**config.mk**
```make
export PLATFORM = sky130hd
export DESIGN_NAME = regfile_writeback_flat
export DESIGN_NICKNAME = d
export VERILOG_FILES = /design/src/rtl/regfile_writeback_pkg.sv /design/src/rtl/regfile_writeback_if.sv /design/src/rtl/regfile_writeback_wb_arbiter.sv /design/src/rtl/regfile_writeback.sv /design/src/flat_wrapper.sv
export SDC_FILE = /design/constraint.sdc
export NUM_CORES = 1
export LEC_CHECK = 0
export CAP_MARGIN = 25
export CORE_MARGIN = 2
export CORE_UTILIZATION = 52
export CTS_BUF_LIST = sky130_fd_sc_hd__clkbuf_8
export DETAILED_ROUTE_END_ITERATION = 7
export PLACE_DENSITY_LB_ADDON = 0.12
export SLEW_MARGIN = 30
export SYNTH_ARGS = -nofsm -noshare
export SYNTH_HDL_FRONTEND = slang
export SYNTH_SLANG_ARGS = --single-unit
```
**constraint.sdc**
```tcl
create_clock -name clk -period 5.2 [get_ports clk]
set_input_delay 1.04 -clock clk [delete_from_list [all_inputs] [get_ports clk]]
set_output_delay 1.04 -clock clk [all_outputs]
set_load 0.005 [all_outputs]
```
**src/rtl/regfile_writeback_pkg.sv**
```systemverilog
// ----------------------------------------------------------------------------
// regfile_writeback_pkg
// Shared definitions for the write-back stage: register file geometry and the
// identity of the two result sources that compete for the single write port.
// ----------------------------------------------------------------------------
package regfile_writeback_pkg;

    localparam int NUM_REGS = 32;
    localparam int REG_AW   = 5;

    // Result sources. SRC_ALU is encoded as 0 so that a freshly reset
    // "last granted = LSU" state hands the first conflict to the ALU.
    typedef enum logic {
        SRC_ALU = 1'b0,
        SRC_LSU = 1'b1
    } src_e;

    // Round-robin successor: the source that wins a conflict after `last`.
    function automatic src_e rr_next(input src_e last);
        return (last == SRC_ALU) ? SRC_LSU : SRC_ALU;
    endfunction

endpackage

```
**src/rtl/regfile_writeback_if.sv**
```systemverilog
// ----------------------------------------------------------------------------
// regfile_writeback_if
// Bundles every non-clock signal of the write-back stage.
//   issue   : iss_valid, iss_rd            -> iss_ready
//   ALU     : alu_valid, alu_rd, alu_data  -> alu_ready
//   LSU     : lsu_valid, lsu_rd, lsu_data  -> lsu_ready
//   RF port : rf_wen, rf_rd_addr, rf_rd_data (from the write-back stage)
//   hazard  : rs1_addr, rs2_addr           -> rs1_busy, rs2_busy
// Modports:
//   slave  - the write-back stage itself
//   master - the surrounding pipeline (decoder, ALU, LSU, register file)
// ----------------------------------------------------------------------------
interface regfile_writeback_if #(
    parameter int WIDTH = 32
);

    logic                                      iss_valid;
    logic [regfile_writeback_pkg::REG_AW-1:0] iss_rd;
    logic                                      iss_ready;

    logic                                      alu_valid;
    logic                                      alu_ready;
    logic [regfile_writeback_pkg::REG_AW-1:0] alu_rd;
    logic [WIDTH-1:0]                          alu_data;

    logic                                      lsu_valid;
    logic                                      lsu_ready;
    logic [regfile_writeback_pkg::REG_AW-1:0] lsu_rd;
    logic [WIDTH-1:0]                          lsu_data;

    logic                                      rf_wen;
    logic [regfile_writeback_pkg::REG_AW-1:0] rf_rd_addr;
    logic [WIDTH-1:0]                          rf_rd_data;

    logic [regfile_writeback_pkg::REG_AW-1:0] rs1_addr;
    logic [regfile_writeback_pkg::REG_AW-1:0] rs2_addr;
    logic                                      rs1_busy;
    logic                                      rs2_busy;

    modport slave (
        input  iss_valid, iss_rd,
        output iss_ready,
        input  alu_valid, alu_rd, alu_data,
        output alu_ready,
        input  lsu_valid, lsu_rd, lsu_data,
        output lsu_ready,
        output rf_wen, rf_rd_addr, rf_rd_data,
        input  rs1_addr, rs2_addr,
        output rs1_busy, rs2_busy
    );

    modport master (
        output iss_valid, iss_rd,
        input  iss_ready,
        output alu_valid, alu_rd, alu_data,
        input  alu_ready,
        output lsu_valid, lsu_rd, lsu_data,
        input  lsu_ready,
        input  rf_wen, rf_rd_addr, rf_rd_data,
        output rs1_addr, rs2_addr,
        input  rs1_busy, rs2_busy
    );

endinterface

```
**src/rtl/regfile_writeback_wb_arbiter.sv**
```systemverilog
// ----------------------------------------------------------------------------
// wb_arbiter
// Two-way round-robin arbiter between the ALU and LSU result streams.
// Ports:
//   clk, rst             - clock, asynchronous active-low reset
//   alu_valid, lsu_valid - request from each source
//   alu_gnt, lsu_gnt     - per-source readiness; a transfer happens where the
//                          source's valid and its grant are both high
// The grants depend only on the *other* source's valid and on rr_last, never
// on the source's own valid, so a source may look at its ready before it
// raises valid without creating a combinational loop.
// ----------------------------------------------------------------------------
module wb_arbiter
    import regfile_writeback_pkg::*;
(
    input  logic clk,
    input  logic rst,
    input  logic alu_valid,
    input  logic lsu_valid,
    output logic alu_gnt,
    output logic lsu_gnt
);

    src_e rr_last;

    // A source is only held off when the other one is competing and the
    // held-off source was the one granted last time.
    assign alu_gnt = !(lsu_valid && (rr_last == SRC_ALU));
    assign lsu_gnt = !(alu_valid && (rr_last == SRC_LSU));

    // History only moves on a real conflict; an uncontested grant leaves the
    // priority where it was.
    always_ff @(posedge clk or negedge rst) begin
        if (!rst) begin
            rr_last <= SRC_LSU;
        end else if (alu_valid && lsu_valid) begin
            rr_last <= rr_next(rr_last);
        end
    end

endmodule

```
**src/rtl/regfile_writeback.sv**
```systemverilog
// ----------------------------------------------------------------------------
// regfile_writeback
// Write-back stage: arbitrates ALU and LSU results onto one register file
// write port and keeps a busy scoreboard for hazard detection.
// Ports:
//   clk  - clock, all state on the rising edge
//   rst  - asynchronous active-low reset
//   bus  - regfile_writeback_if.slave: issue handshake, ALU/LSU result
//          handshakes, registered register-file write port, rs1/rs2 hazard
//          query
// Timing:
//   issue accepted at edge N       -> busy[rd] = 1 after edge N
//   result transfer at edge N      -> rf_wen/addr/data valid after edge N
//   rf_wen cycle ends at edge N+1  -> busy[rd] = 0 after edge N+1
// ----------------------------------------------------------------------------
module regfile_writeback
    import regfile_writeback_pkg::*;
#(
    parameter int WIDTH = 32
) (
    input  logic                 clk,
    input  logic                 rst,
    regfile_writeback_if.slave   bus
);

    logic [NUM_REGS-1:0] busy;
    logic [NUM_REGS-1:0] busy_next;

    logic                alu_gnt;
    logic                lsu_gnt;
    logic                alu_xfer;
    logic                lsu_xfer;
    logic                iss_fire;

    logic [REG_AW-1:0]   win_rd;
    logic [WIDTH-1:0]    win_data;

    logic                wen_q;
    logic [REG_AW-1:0]   addr_q;
    logic [WIDTH-1:0]    data_q;

    wb_arbiter u_arb (
        .clk       (clk),
        .rst       (rst),
        .alu_valid (bus.alu_valid),
        .lsu_valid (bus.lsu_valid),
        .alu_gnt   (alu_gnt),
        .lsu_gnt   (lsu_gnt)
    );

    assign bus.alu_ready = alu_gnt;
    assign bus.lsu_ready = lsu_gnt;

    // The arbiter guarantees at most one of these is high in a cycle.
    assign alu_xfer = bus.alu_valid && alu_gnt;
    assign lsu_xfer = bus.lsu_valid && lsu_gnt;

    assign win_rd   = alu_xfer ? bus.alu_rd   : bus.lsu_rd;
    assign win_data = alu_xfer ? bus.alu_data : bus.lsu_data;

    // WAW stall: a register with a result still outstanding cannot be
    // re-issued. x0 is never tracked, so it is always ready.
    assign bus.iss_ready = (bus.iss_rd == '0) || !busy[bus.iss_rd];
    assign iss_fire      = bus.iss_valid && bus.iss_ready;

    assign bus.rs1_busy = busy[bus.rs1_addr];
    assign bus.rs2_busy = busy[bus.rs2_addr];

    // Clear happens at the edge that ends the rf_wen cycle, so a reader
    // sees busy until the register file actually holds the value. A new
    // issue to the same register in that cycle is applied after the clear
    // and therefore wins.
    always_comb begin
        busy_next = busy;
        if (wen_q) begin
            busy_next[addr_q] = 1'b0;
        end
        if (iss_fire) begin
            busy_next[bus.iss_rd] = 1'b1;
        end
        busy_next[0] = 1'b0;
    end

    always_ff @(posedge clk or negedge rst) begin
        if (!rst) begin
            busy <= '0;
        end else begin
            busy <= busy_next;
        end
    end

    // Registered write port: one cycle after the transfer, for one cycle.
    // A result for x0 is consumed but never written.
    always_ff @(posedge clk or negedge rst) begin
        if (!rst) begin
            wen_q  <= 1'b0;
            addr_q <= '0;
            data_q <= '0;
        end else begin
            wen_q <= (alu_xfer || lsu_xfer) && (win_rd != '0);
            if (alu_xfer || lsu_xfer) begin
                addr_q <= win_rd;
                data_q <= win_data;
            end
        end
    end

    assign bus.rf_wen     = wen_q;
    assign bus.rf_rd_addr = addr_q;
    assign bus.rf_rd_data = data_q;

endmodule

```
**src/flat_wrapper.sv**
```systemverilog
// flat-port wrapper written by rule: the top's interface ports become plain ports
module regfile_writeback_flat import regfile_writeback_pkg::*;
#(
    parameter int WIDTH = 32
)
  (clk, rst, bus_iss_valid, bus_iss_rd, bus_iss_ready, bus_alu_valid, bus_alu_rd, bus_alu_data, bus_alu_ready, bus_lsu_valid, bus_lsu_rd, bus_lsu_data, bus_lsu_ready, bus_rf_wen, bus_rf_rd_addr, bus_rf_rd_data, bus_rs1_addr, bus_rs2_addr, bus_rs1_busy, bus_rs2_busy);
  regfile_writeback_if #(.WIDTH(WIDTH)) bus_i ();
  input  logic clk;
  input  logic rst;
  input wire logic [$bits(bus_i.iss_valid)-1:0] bus_iss_valid;
  input wire logic [$bits(bus_i.iss_rd)-1:0] bus_iss_rd;
  output wire logic [$bits(bus_i.iss_ready)-1:0] bus_iss_ready;
  input wire logic [$bits(bus_i.alu_valid)-1:0] bus_alu_valid;
  input wire logic [$bits(bus_i.alu_rd)-1:0] bus_alu_rd;
  input wire logic [$bits(bus_i.alu_data)-1:0] bus_alu_data;
  output wire logic [$bits(bus_i.alu_ready)-1:0] bus_alu_ready;
  input wire logic [$bits(bus_i.lsu_valid)-1:0] bus_lsu_valid;
  input wire logic [$bits(bus_i.lsu_rd)-1:0] bus_lsu_rd;
  input wire logic [$bits(bus_i.lsu_data)-1:0] bus_lsu_data;
  output wire logic [$bits(bus_i.lsu_ready)-1:0] bus_lsu_ready;
  output wire logic [$bits(bus_i.rf_wen)-1:0] bus_rf_wen;
  output wire logic [$bits(bus_i.rf_rd_addr)-1:0] bus_rf_rd_addr;
  output wire logic [$bits(bus_i.rf_rd_data)-1:0] bus_rf_rd_data;
  input wire logic [$bits(bus_i.rs1_addr)-1:0] bus_rs1_addr;
  input wire logic [$bits(bus_i.rs2_addr)-1:0] bus_rs2_addr;
  output wire logic [$bits(bus_i.rs1_busy)-1:0] bus_rs1_busy;
  output wire logic [$bits(bus_i.rs2_busy)-1:0] bus_rs2_busy;
  assign bus_i.iss_valid = bus_iss_valid;
  assign bus_i.iss_rd = bus_iss_rd;
  assign bus_iss_ready = bus_i.iss_ready;
  assign bus_i.alu_valid = bus_alu_valid;
  assign bus_i.alu_rd = bus_alu_rd;
  assign bus_i.alu_data = bus_alu_data;
  assign bus_alu_ready = bus_i.alu_ready;
  assign bus_i.lsu_valid = bus_lsu_valid;
  assign bus_i.lsu_rd = bus_lsu_rd;
  assign bus_i.lsu_data = bus_lsu_data;
  assign bus_lsu_ready = bus_i.lsu_ready;
  assign bus_rf_wen = bus_i.rf_wen;
  assign bus_rf_rd_addr = bus_i.rf_rd_addr;
  assign bus_rf_rd_data = bus_i.rf_rd_data;
  assign bus_i.rs1_addr = bus_rs1_addr;
  assign bus_i.rs2_addr = bus_rs2_addr;
  assign bus_rs1_busy = bus_i.rs1_busy;
  assign bus_rs2_busy = bus_i.rs2_busy;
  regfile_writeback #(.WIDTH(WIDTH)) u_core (.clk(clk), .rst(rst), .bus(bus_i));
endmodule
```
==> Slide: Implementation Results <==
Key Metrics from the Run

Critical path
  • Crit path DAT: ~3.6 ns
  • Slowest stage cell on the critical path: clkdlybuf4s50_1
  • FF-to-FF path depth: 5
  • Top Family by Delay on Critical Path: buffers and inverters
  • CP required: about 4.2 ns
  • Worst R2R Setup Slack: 2.82 ns
  • Critical path peak fanout: 14
  • Critical Path End Type: primary output
  • CP Class: in -> out
  • CP startpoint kind: primary input
  • Cells along the critical path: clkdlybuf4s50_1 > mux2_2 > a2bb2oi_1 > o221ai_1 > a311oi_1 > clkdlybuf4s50_1
  • CP Depth: 6
  • RR Endpoint: u_core.bus.rf_rd_data[8]
  • Crit-path most repeated cell: clkdlybuf4s50_1
  • Worst r2r src: u_core.u_arb.rr_last
  • Crit-path max cell delay: roughly 0.87 ns
  • WP buf/inv: 2

Clock network
  • Max Root-Sink Buffers: 2
  • Worst-Skew Late Latency: 0.34 ns
  • Root buf cell: clkbuf_8
  • Clock-pin slew on the worst setup and hold paths: 0.07 ns
  • Clock Sinks: 70
  • # hold bufs at CTS: 0
  • H-tree depth: 3
  • CTS tree: done
  • Setup Fix Bufs, Post-CTS: 0
  • Resized cells post-CTS: 0
  • Total CTS buffers: 9

Synth
  • Dominant cell area share: between 40 and 50%
  • Dominant flop cell: dfrtp_1
  • Post-synth EDFFs: 0
  • Post-Syn Nets: 557
  • YS chip area: between 4000 and 5000 um2
  • Cells after Synth: 463
  • Post-Syn Area: between 4000 and 5000 um2
  • Biggest area cells: dfrtp_1, mux4_2, o21ai_0
  • Cell type with the largest total area: dfrtp_1
  • Synthesized registers: around 70
  • Cell count in the Yosys report: around 460
  • Syn. warnings: 0
  • Async SR Flop Fraction: 100%
  • Synthesized area per cell: around 9.1 um2
  • Post-synth cell types: roughly 40
  • Post-synth seq share: roughly two fifths

Status
  • Status: completed

Finish
  • Gate Area: between 2000 and 2500 um2
  • Fillers: about 590
  • Final core utilization: between 70% and 80%
  • Diode count: 0
  • Layout Nets: 672
  • Final Non-Filler Cells: around 680
  • Layout cell share with drive strength beyond 1: a little under a tenth
  • Register area: between 1500 and 2000 um2
  • Most frequent cells in the layout: clkdlybuf4s50_1, dfrtp_1, o21ai_0
  • Most used logic cell in the final layout: clkdlybuf4s50_1

Floorplan
  • Die ar.: 8870 um2
  • Core area: between 7000 and 8000 um2
  • Std-Cell Rows: 32
  • IO Pins: 137
  • Fp util: a little over half
  • Die width: 94.2 um
  • Die H: 94.2 um

STA
  • Final tally of max-slew violations: 0
  • Part of the cycle the worst path needs: between 80% and 90%
  • Slew @ Worst Pin: roughly 0.70 ns
  • Fmax: 217 MHz
  • Slew margin rel.: 53.1%
  • Final hold violations: 0
  • Clk_skew: approximately 0.0094 ns
  • Setup tns final: 0 ns
  • Final setup vio count: 0
  • RSZ-0062 raised after global routing: false
  • Fin crit period: 4.60 ns

Place
  • IO Port Bufs: roughly 140
  • Cells after DPL: between 600 and 700
  • DP HPWL: 9270 um
  • Final GP Congestion: 0.977
  • Dpl cell area: approximately 5600 um2

Hold path
  • Hold Crit Start: u_core.busy[11]
  • WHS Endpoint: u_core.busy[11]
  • Min-delay worst type: reg -> reg
  • Hold depth: 2

Routing
  • Wirelength per Cell: a little under 20 um
  • First-pass iteration count of the detailed router: 5
  • Final ANT Viol Nets: 0
  • Vias/cell: around 6.2
  • First-iteration detailed-routing DRC count: 243
  • Residual DRC: 0

Power
  • VDD IR-drop max: 0.190 mV
  • Pleak: 2.26 nW
  • Tot Pwr: between 0.002 and 0.0025 W
  • Power per Cell Area: around 390 nW/um2

Global routing
  • Vias in the first global route: about 4300
  • First-pass GRT wire length: 21000 um
  • Total grt overflow: 0
  • Initial antenna violation count: 0
  • GR Layer Usage met2: just under 50%
  • Pin count of the biggest net entering global routing: 104
  • Busiest grt layer: met2

Flow run
  • Total of max-cap violations: 0
  • OpenROAD warning count: 27
[worst max-delay path by stage]
stage,startpoint,endpoint,slack [ns]
after floorplan,bus_iss_rd[0],bus_iss_ready,1.90
after global placement,bus_iss_rd[0],bus_iss_ready,0.64
after detailed placement,bus_iss_rd[1],bus_iss_ready,0.62
after CTS,bus_iss_rd[1],bus_iss_ready,0.62
after global routing,bus_iss_rd[1],bus_iss_ready,0.43
final,bus_iss_rd[1],bus_iss_ready,0.60
[layout make-up]
| class | instances | area share [%] |
|---|---|---|
| tap | 102 | 2.21 |
| clock buffer | 11 | 2.62 |
| inverter | 35 | 2.28 |
| timing repair buffer | 141 | 24.3 |
| sequential | 70 | 30.4 |
| multi-input combinational | 321 | 37.8 |
| clock inverter | 4 | 0.412 |
[state kept, by name, indices dropped and copies added, names as in the netlist]
register               count
u_core.bus.rf_rd_data     32
u_core.u_arb.rr_last       1
u_core.bus.rf_rd_addr      5
u_core.busy               31
u_core.bus.rf_wen          1
[logic make-up (layout without fill, tap and decap cells)]
kind of cell	Yosys count	after routing	share of synthesized area (%)
compound gates	178	178	23.9
xor+xnor	1	1	0.207
buf+inv	72	191	6.84
flops	70	70	41.5
mux	34	34	14.3
simple gates	108	108	13.3
[metrics by stage]
step | hold slack, ns | setup WS (ns)
after global routing | 0.620 | 0.425
after global placement | 0.551 | 0.640
after floorplan | 0.495 | 1.90
after detailed placement | 0.573 | 0.623
after CTS | 0.588 | 0.617
final | 0.602 | 0.602
[worst register-to-register path, delay by kind of cell, from the launching register on]
kind / cells / cell delay [ns]
flip-flops: 1 / 0.99
AND/OR/NAND/NOR: 2 / 0.58
AND-OR/OR-AND: 2 / 0.32
buffers and inverters: 1 / 0.40
[per-layer routing]
layer  wire, um  vias up
met5          0        -
met1       5230     2029
met3       1120       44
met4        441        0
li1           -     1951
met2       6500      231
[synthesized netlist by cell type (all sizes together), types with 5 or more instances]
cell,instances
dfrtp,69
o21ai,63
nor2,52
o22ai,37
inv,35
a21oi,34
a31oi,32
clkbuf,21
mux4,19
buf,16
nand2,12
mux2,11
nand3,9
nand3b,7
nor3b,5
[power breakdown]
| part | total, W | internal, W | switching (W) |
|---|---|---|---|
| clock network | 0.000393 | 0.000194 | 0.000199 |
| registers | 0.00101 | 0.000746 | 0.000262 |
| logic | 0.000859 | 0.000505 | 0.000353 |
| total | 0.00226 | 0.00145 | 0.000815 |
**Metal 1**

(4 px per um)
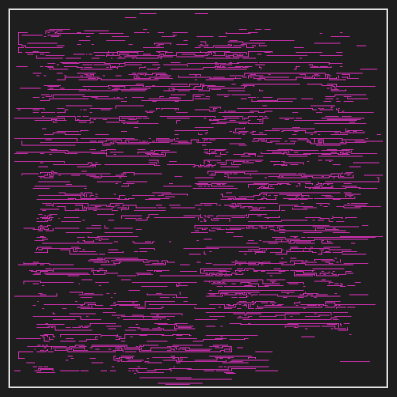
share of all routed wire: 39%
longest straight run: 33.6 um
wire length on this layer: 5230 um
main direction: horizontal
final WL: 13300 um
GR Layer Usage met1: 38.2%
Vias: 4255

**Placed cells, one colour a class**

(4 px per um)
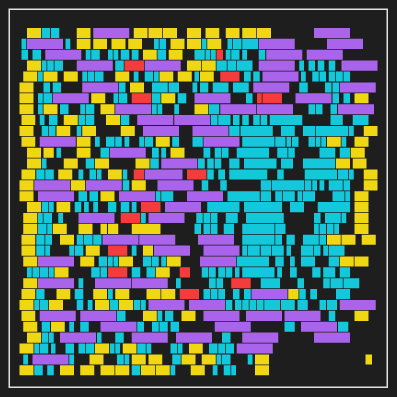
[clock drivers and dummy loads] red | cells: 15 | share of their area: 3.1%
[all other logic] cyan | cells: 356 | share of their area: 41%
[other buffers and delay cells] yellow | cells: 141 | share of their area: 25%
[flip-flops] purple | cells: 70 | share of their area: 31%

**Routing congestion map**

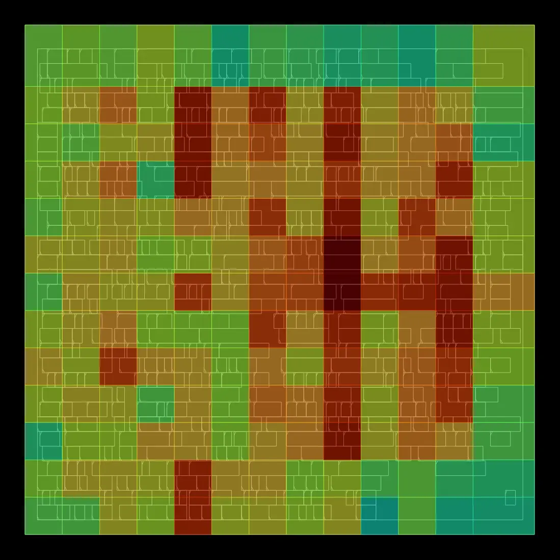
met3 Usage GRT: 9.79%
GRT Total Usage: 30.7%

**Sizing map**

(4 px per um)
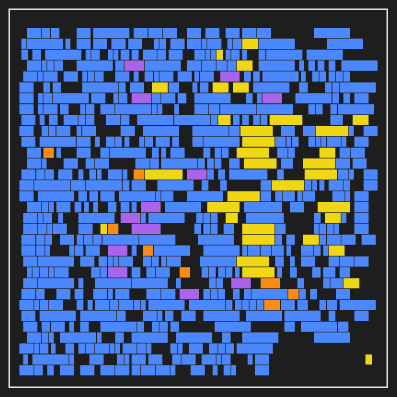
[drive 1 or less] blue | cells: 529 | share: 91%
[drive 2] yellow | cells: 33 | share: 5.7%
[drive 6 and up] purple | cells: 12 | share: 2.1%
[drive 3 to 4] orange | cells: 8 | share: 1.4%
fin worst setup slack: 0.602 ns
synth-to-layout area growth: 36.6%
Non-clk bufs: 141
final instance area: 5770 um2

Power figures rest on the tool's default switching activity, not on a simulated workload.
